[src/rtl/csd_pkg.sv]
// rtl/csd_pkg.sv - shared FSM state and CSD digit encodings for the sequential recoder

package csd_pkg;

    typedef enum logic [2:0] {
        IDLE = 3'd0,
        LOAD = 3'd1,
        SCAN = 3'd2,
        EMIT = 3'd3,
        DONE = 3'd4
    } state_t;

    typedef enum logic [1:0] {
        D_ZERO = 2'd0,
        D_POS  = 2'd1,
        D_NEG  = 2'd2
    } digit_t;

    function automatic logic is_nonzero(input digit_t d);
        return (d != D_ZERO);
    endfunction

endpackage

[src/rtl/csd_digit_cell.sv]
// rtl/csd_digit_cell.sv - one CSD recoding step: (x[i], x[i+1], carry) -> (digit, carry out)

module csd_digit_cell
    import csd_pkg::*;
(
    input  logic   i_xi,
    input  logic   i_xi1,
    input  logic   i_cin,
    output digit_t o_digit,
    output logic   o_cout
);

    logic w_sum_one;
    logic w_sum_two;

    assign w_sum_one = i_xi ^ i_cin;
    assign w_sum_two = i_xi & i_cin;

    // An odd partial sum followed by a 1 becomes -1 with a carry, breaking the run of ones.
    always_comb begin
        o_digit = D_ZERO;
        o_cout  = 1'b0;
        if (w_sum_one) begin
            if (i_xi1) begin
                o_digit = D_NEG;
                o_cout  = 1'b1;
            end else begin
                o_digit = D_POS;
                o_cout  = 1'b0;
            end
        end else if (w_sum_two) begin
            o_digit = D_ZERO;
            o_cout  = 1'b1;
        end
    end

endmodule

[src/rtl/csd_recoder_seq.sv]
// rtl/csd_recoder_seq.sv - LSB-first sequential binary->CSD recoder streaming nonzero digits
// CSD_SIGNED_EN: treat x_in as two's complement and use W digits instead of W+1.

module csd_recoder_seq
    import csd_pkg::*;
#(
    parameter int W = 16,
`ifdef CSD_SIGNED_EN
    localparam int ND = W,
`else
    localparam int ND = W + 1,
`endif
    localparam int PW = $clog2(ND),
    localparam int CW = $clog2(ND + 1)
) (
    input  logic          clk,
    input  logic          reset,
    input  logic          start,
    input  logic [W-1:0]  x_in,
    output logic          busy,
    output logic          dig_valid,
    input  logic          dig_ready,
    output logic [PW-1:0] dig_pos,
    output logic          dig_neg,
    output logic          done,
    output logic [CW-1:0] nz_count,
    output logic [ND-1:0] pos_mask,
    output logic [ND-1:0] neg_mask
);

    localparam logic [PW-1:0] LAST_IDX = PW'(ND - 1);

    state_t        r_state;
    logic [W+1:0]  r_x;
    logic [PW-1:0] r_idx;
    logic          r_carry;
    logic          r_busy;
    logic          r_dig_valid;
    logic [PW-1:0] r_dig_pos;
    logic          r_dig_neg;
    logic          r_done;
    logic [CW-1:0] r_nz_count;
    logic [ND-1:0] r_pos_mask;
    logic [ND-1:0] r_neg_mask;

    logic [W+1:0]  w_x_ext;
    digit_t        w_digit;
    logic          w_cout;
    logic          w_last;

`ifdef CSD_SIGNED_EN
    assign w_x_ext = {{2{x_in[W-1]}}, x_in};
`else
    assign w_x_ext = {2'b00, x_in};
`endif

    assign w_last = (r_idx == LAST_IDX);

    // The operand shifts right as the index advances, so the cell always sees bits 0 and 1.
    csd_digit_cell u_cell (
        .i_xi   (r_x[0]),
        .i_xi1  (r_x[1]),
        .i_cin  (r_carry),
        .o_digit(w_digit),
        .o_cout (w_cout)
    );

    always_ff @(posedge clk or posedge reset) begin
        if (reset) begin
            r_state     <= IDLE;
            r_x         <= '0;
            r_idx       <= '0;
            r_carry     <= 1'b0;
            r_busy      <= 1'b0;
            r_dig_valid <= 1'b0;
            r_dig_pos   <= '0;
            r_dig_neg   <= 1'b0;
            r_done      <= 1'b0;
            r_nz_count  <= '0;
            r_pos_mask  <= '0;
            r_neg_mask  <= '0;
        end else begin
            r_done <= 1'b0;
            case (r_state)
                IDLE: begin
                    if (start) begin
                        r_state <= LOAD;
                        r_busy  <= 1'b1;
                    end
                end
                LOAD: begin
                    r_x        <= w_x_ext;
                    r_idx      <= '0;
                    r_carry    <= 1'b0;
                    r_nz_count <= '0;
                    r_pos_mask <= '0;
                    r_neg_mask <= '0;
                    r_state    <= SCAN;
                end
                SCAN: begin
                    r_carry <= w_cout;
                    if (w_digit == D_POS) begin
                        r_pos_mask[r_idx] <= 1'b1;
                    end
                    if (w_digit == D_NEG) begin
                        r_neg_mask[r_idx] <= 1'b1;
                    end
                    if (is_nonzero(w_digit)) begin
                        r_nz_count  <= r_nz_count + CW'(1);
                        r_dig_pos   <= r_idx;
                        r_dig_neg   <= (w_digit == D_NEG);
                        r_dig_valid <= 1'b1;
                        r_state     <= EMIT;
                    end else if (w_last) begin
                        r_busy  <= 1'b0;
                        r_done  <= 1'b1;
                        r_state <= DONE;
                    end else begin
                        r_idx <= r_idx + PW'(1);
                        r_x   <= r_x >> 1;
                    end
                end
                EMIT: begin
                    if (dig_ready) begin
                        r_dig_valid <= 1'b0;
                        if (w_last) begin
                            r_busy  <= 1'b0;
                            r_done  <= 1'b1;
                            r_state <= DONE;
                        end else begin
                            r_idx   <= r_idx + PW'(1);
                            r_x     <= r_x >> 1;
                            r_state <= SCAN;
                        end
                    end
                end
                DONE: begin
                    r_state <= IDLE;
                end
                default: begin
                    r_state <= IDLE;
                end
            endcase
        end
    end

    assign busy      = r_busy;
    assign dig_valid = r_dig_valid;
    assign dig_pos   = r_dig_pos;
    assign dig_neg   = r_dig_neg;
    assign done      = r_done;
    assign nz_count  = r_nz_count;
    assign pos_mask  = r_pos_mask;
    assign neg_mask  = r_neg_mask;

endmodule

[config.mk]
export PLATFORM = sky130hd
export DESIGN_NAME = csd_recoder_seq
export DESIGN_NICKNAME = d
export VERILOG_FILES = /design/src/rtl/csd_pkg.sv /design/src/rtl/csd_digit_cell.sv /design/src/rtl/csd_recoder_seq.sv
export SDC_FILE = /design/constraint.sdc
export NUM_CORES = 1
export LEC_CHECK = 0
export CAP_MARGIN = 40
export CORE_MARGIN = 8
export CORE_UTILIZATION = 46
export CTS_CLUSTER_SIZE = 10
export DETAILED_ROUTE_END_ITERATION = 8
export HOLD_SLACK_MARGIN = 0.12
export PLACE_DENSITY_LB_ADDON = 0.08
export SLEW_MARGIN = 25
export SYNTH_ARGS = -nofsm -noshare
export SYNTH_HDL_FRONTEND = slang
export SYNTH_HIERARCHICAL = 1
export SYNTH_SLANG_ARGS = --single-unit
export TNS_END_PERCENT = 100
[constraint.sdc]
create_clock -name clk -period 3.2 [get_ports clk]
set_clock_uncertainty 0.1 [all_clocks]
set_input_delay 0.32 -clock clk [delete_from_list [all_inputs] [get_ports clk]]
set_output_delay 0.32 -clock clk [all_outputs]
set_load 0.01 [all_outputs]
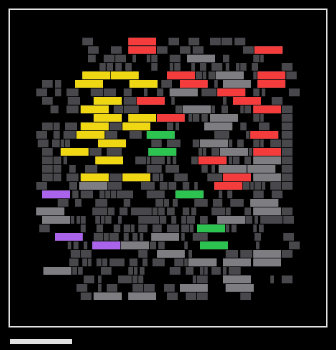
*Sequential cells grouped by signal name, run 1*
The bar under the picture is 20 um long.
`r_x` -> yellow  # flops 16
`pos_mask` -> red  # flops 17
`r_state` -> purple  # flops 3
`r_idx` -> green  # flops 5, where center

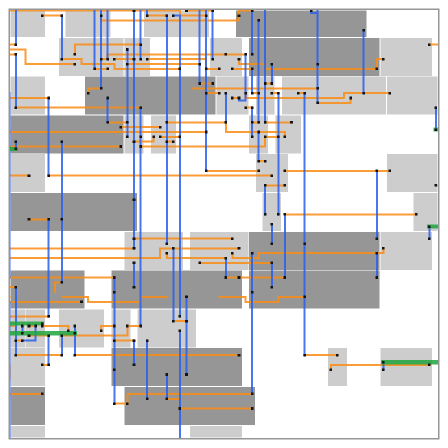
*Zoomed window, run 1*
Window x 61 to 91, y 10 to 40 um. Cells in gray, sequential cells in the stronger gray; small squares are vias.
metal 2 -> blue
metal 3 -> green
metal 1 -> orange
netlist names of flops here include = `neg_mask` (4), `dig_pos` (3), `nz_count` (2)
most frequent = dfrtp_1 (11), nor2_1 (6), clkdlybuf4s50_1 (5)
sequential cells in the window = 11
cells with their middle in the window = 41

==> results.toml, run 1 <==
# yosys + openroad results
[outcome]
status = "finished, final reports clean"

[timing]
final-hold-violation-count = 0
setup_viol = 0
rsz0062_at_grt = "false"
tightest_slew_ps = 788
holdWs_ps = 278
period_used_pct = 79.7
fmax_ghz = 0.392
slew_violations = 0

[cts]
path_clk_slew_ps = 80
clock_path_buffers = 2
root_buffer = "clkbuf_8"
clock_latency_ps = 340
cts_buffers = 9
clkSinkCount = 73
cts_max_level = 3
hold_buffers = 0
cts_resized = 0

[route]
drt_pre_antenna_iters = 4
initialDrtViolationCount = 157
vias = 2566
wl_met1_mm = 3.56
ant_nets = 0
dr_wl_met2_mm = 3.54

[cells_and_area]
mostFrequentLayoutCell = "dfrtp_1"
dominant_cells = "flip-flops and latches"
final_cell_mix = "dfrtp_1, clkdlybuf4s50_1, nor2_1"
fin_cells = 470
logic_area_mm2 = 0.00137
non_clock_inverter_count = 5
flops = 73
buf_share_pct = 16.9
final_nets = 392
seq_share_pct = 43.1

[setup_path]
required_ps = 3380
crit_start = "r_x[0]$_DFFE_PP0P_"
worst_path_max_delay_cell = "nor4b_1"
r2r_slack_ps = 650
end_kind = "flip-flop"
critPathMaxFanout = 18
r2r_end = "r_x[8]$_DFFE_PP0P_"
r2r_cells = 6
cpLargestDelayFamily = "simple AND/OR/NAND/NOR gates"
max_stage_delay_ps = 510
cp_num_buf_inv = 0
crit_end = "r_x[8]$_DFFE_PP0P_"
r2r_start = "r_x[0]$_DFFE_PP0P_"
cp-start-kind = "flip-flop"
path_class = "flip-flop to flip-flop"

[yosys]
synth_cell_types = 48
ys_sh_simple_pct = 17.2
ys_warn_count = 6
syn_area_per_cell_um2 = 10.9
yosysChipArea_mm2 = 0.00334
xor_share_pct = 0.525
syn_area_mm2 = 0.00334
ys_cells = 307
ys_ff = 73
dominantRegCellSynth = "dfrtp_1"
syn_nets = 333
synthTopLogicFamily = "AND-OR/OR-AND gates"
topCellsByArea = "dfrtp_1, a31oi_1, o221a_2"

[place]
port_buffers = 67
gp_congestion = 0.822
dpl-instance-area_mm2 = 0.00405
place_ws_ps = 729

[floorplanning]
die_x_um = 101
num_rows = 31
initial_core_util_pct = 46.8
chip_area_mm2 = 0.0102

[power]
seqPwrFrac_pct = 36.5
switchingPower_uw = 1780
power.group.top = "combinational cells"
cellLeakagePower_uw = 0.00179
p_per_area_mw_per_mm2 = 1040
p_comb_uw = 2140
netSwitchingFraction_pct = 40.3

[grt]
grtUsageMet2_pct = 23.4
grt_pass1_wl_mm = 12.6
grt_use_met1_pct = 21.3
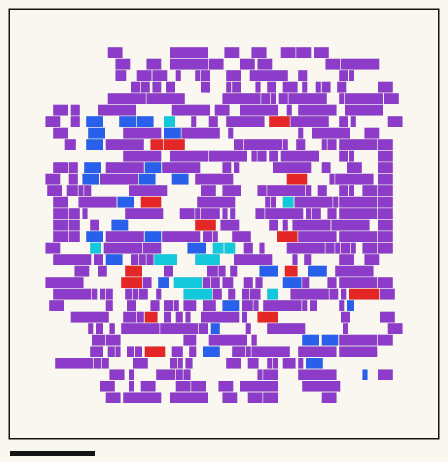
*Drive-strength map, run 1*
The bar under the picture is 20 um long.
_3 and _4 cells -> cyan  # cells 10, share 2.7%
_2 cells -> blue  # cells 29, share 7.8%, most used o221a_2
_0 and _1 cells -> purple  # cells 318, share 86%, most used dfrtp_1
_6 and larger -> red  # cells 14, share 3.8%, most used clkbuf_8
design area: 0.00424 mm^2
Area Growth Syn to Fin: 26.9%
Non-clk bufs: 72
Final WS setup: 650 ps

### Clock routing, run 1

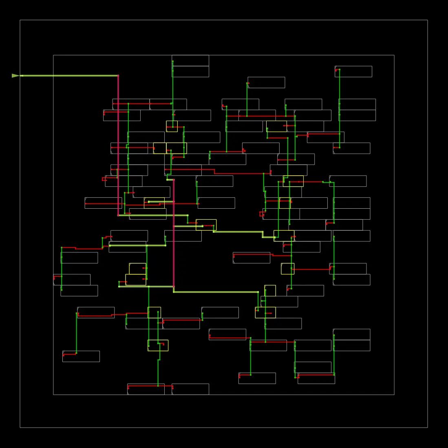

==> run 2: changes to the inputs <==
Clock period 3.2 ns to 2.1 ns, I/O delays scaled along.
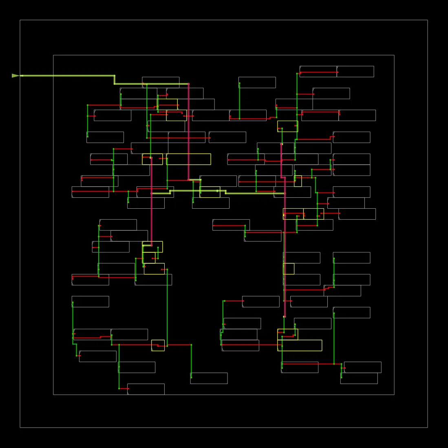
*Clock routing, run 2*
Clock Latency Late Sink: 330 ps
flip-flop and latch count: 73

==> run 2 against run 1 <==
  * Synthesized cell count unchanged
  * First-iteration DRC count rose by 8.9%
  * Hold slack lost 140 ps
  * Sequential power is 45% higher
  * Largest cell class unchanged
==> results.toml, run 2 <==
# yosys + openroad results
[setup_path]
required_ps = 2220
cpLargestDelayFamily = "simple AND/OR/NAND/NOR gates"
path_class = "flip-flop to flip-flop"
worst_path_max_delay_cell = "dfrtp_1"
cp_num_buf_inv = 2
r2r_cells = 7
crit_end = "dig_pos[4]$_DFFE_PP0P_"

[timing]
slew_violations = 0
holdWs_ps = 139
tightest_slew_ps = 555
final-hold-violation-count = 0
fmax_ghz = 0.492
rsz0062_at_grt = "true"

[place]
dpl-instance-area_mm2 = 0.00434
gp_congestion = 0.787

[route]
initialDrtViolationCount = 171
dr_wl_met2_mm = 3.86
vias = 2680
wl_met1_mm = 3.75

[floorplanning]
chip_area_mm2 = 0.0102
num_rows = 31
initial_core_util_pct = 46.8

[yosys]
ys_sh_simple_pct = 17.2
syn_nets = 333
ys_ff = 73
synth_cell_types = 48
topCellsByArea = "dfrtp_1, a31oi_1, o221a_2"
ys_cells = 307

[power]
power.group.top = "combinational cells"
cellLeakagePower_uw = 0.00198
p_comb_uw = 4120
seqPwrFrac_pct = 30.3
netSwitchingFraction_pct = 37.5

[cells_and_area]
buf_share_pct = 21.0
non_clock_inverter_count = 5
fin_cells = 497

[cts]
root_buffer = "clkbuf_8"
cts_max_level = 3
cts_buffers = 9

[outcome]
status = "finished, final reports clean"

[grt]
grtUsageMet2_pct = 26.4
grt_pass1_wl_mm = 13.3
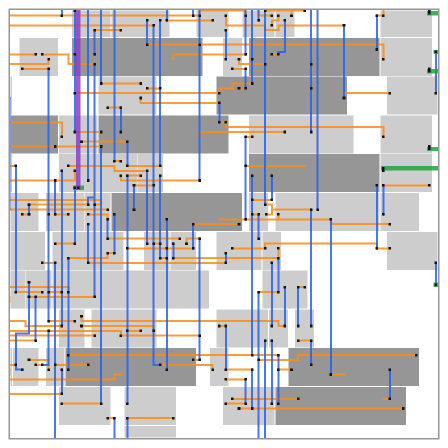
*Zoomed window, run 2*
Window x 61 to 91, y 10 to 40 um. Cells in gray, sequential cells in the stronger gray; small squares are vias.
metal 4 -> purple
metal 3 -> green
metal 2 -> blue
metal 1 -> orange
sequential cells in the window = 9
cells with their middle in the window = 54
netlist names of flops here include = `nz_count` (5), `dig_pos` (2), `neg_mask` (2)
most frequent = clkdlybuf4s50_1 (10), dfrtp_1 (9), nor2_1 (5)

No activity file was given, so power comes from the tool's default toggle rates.
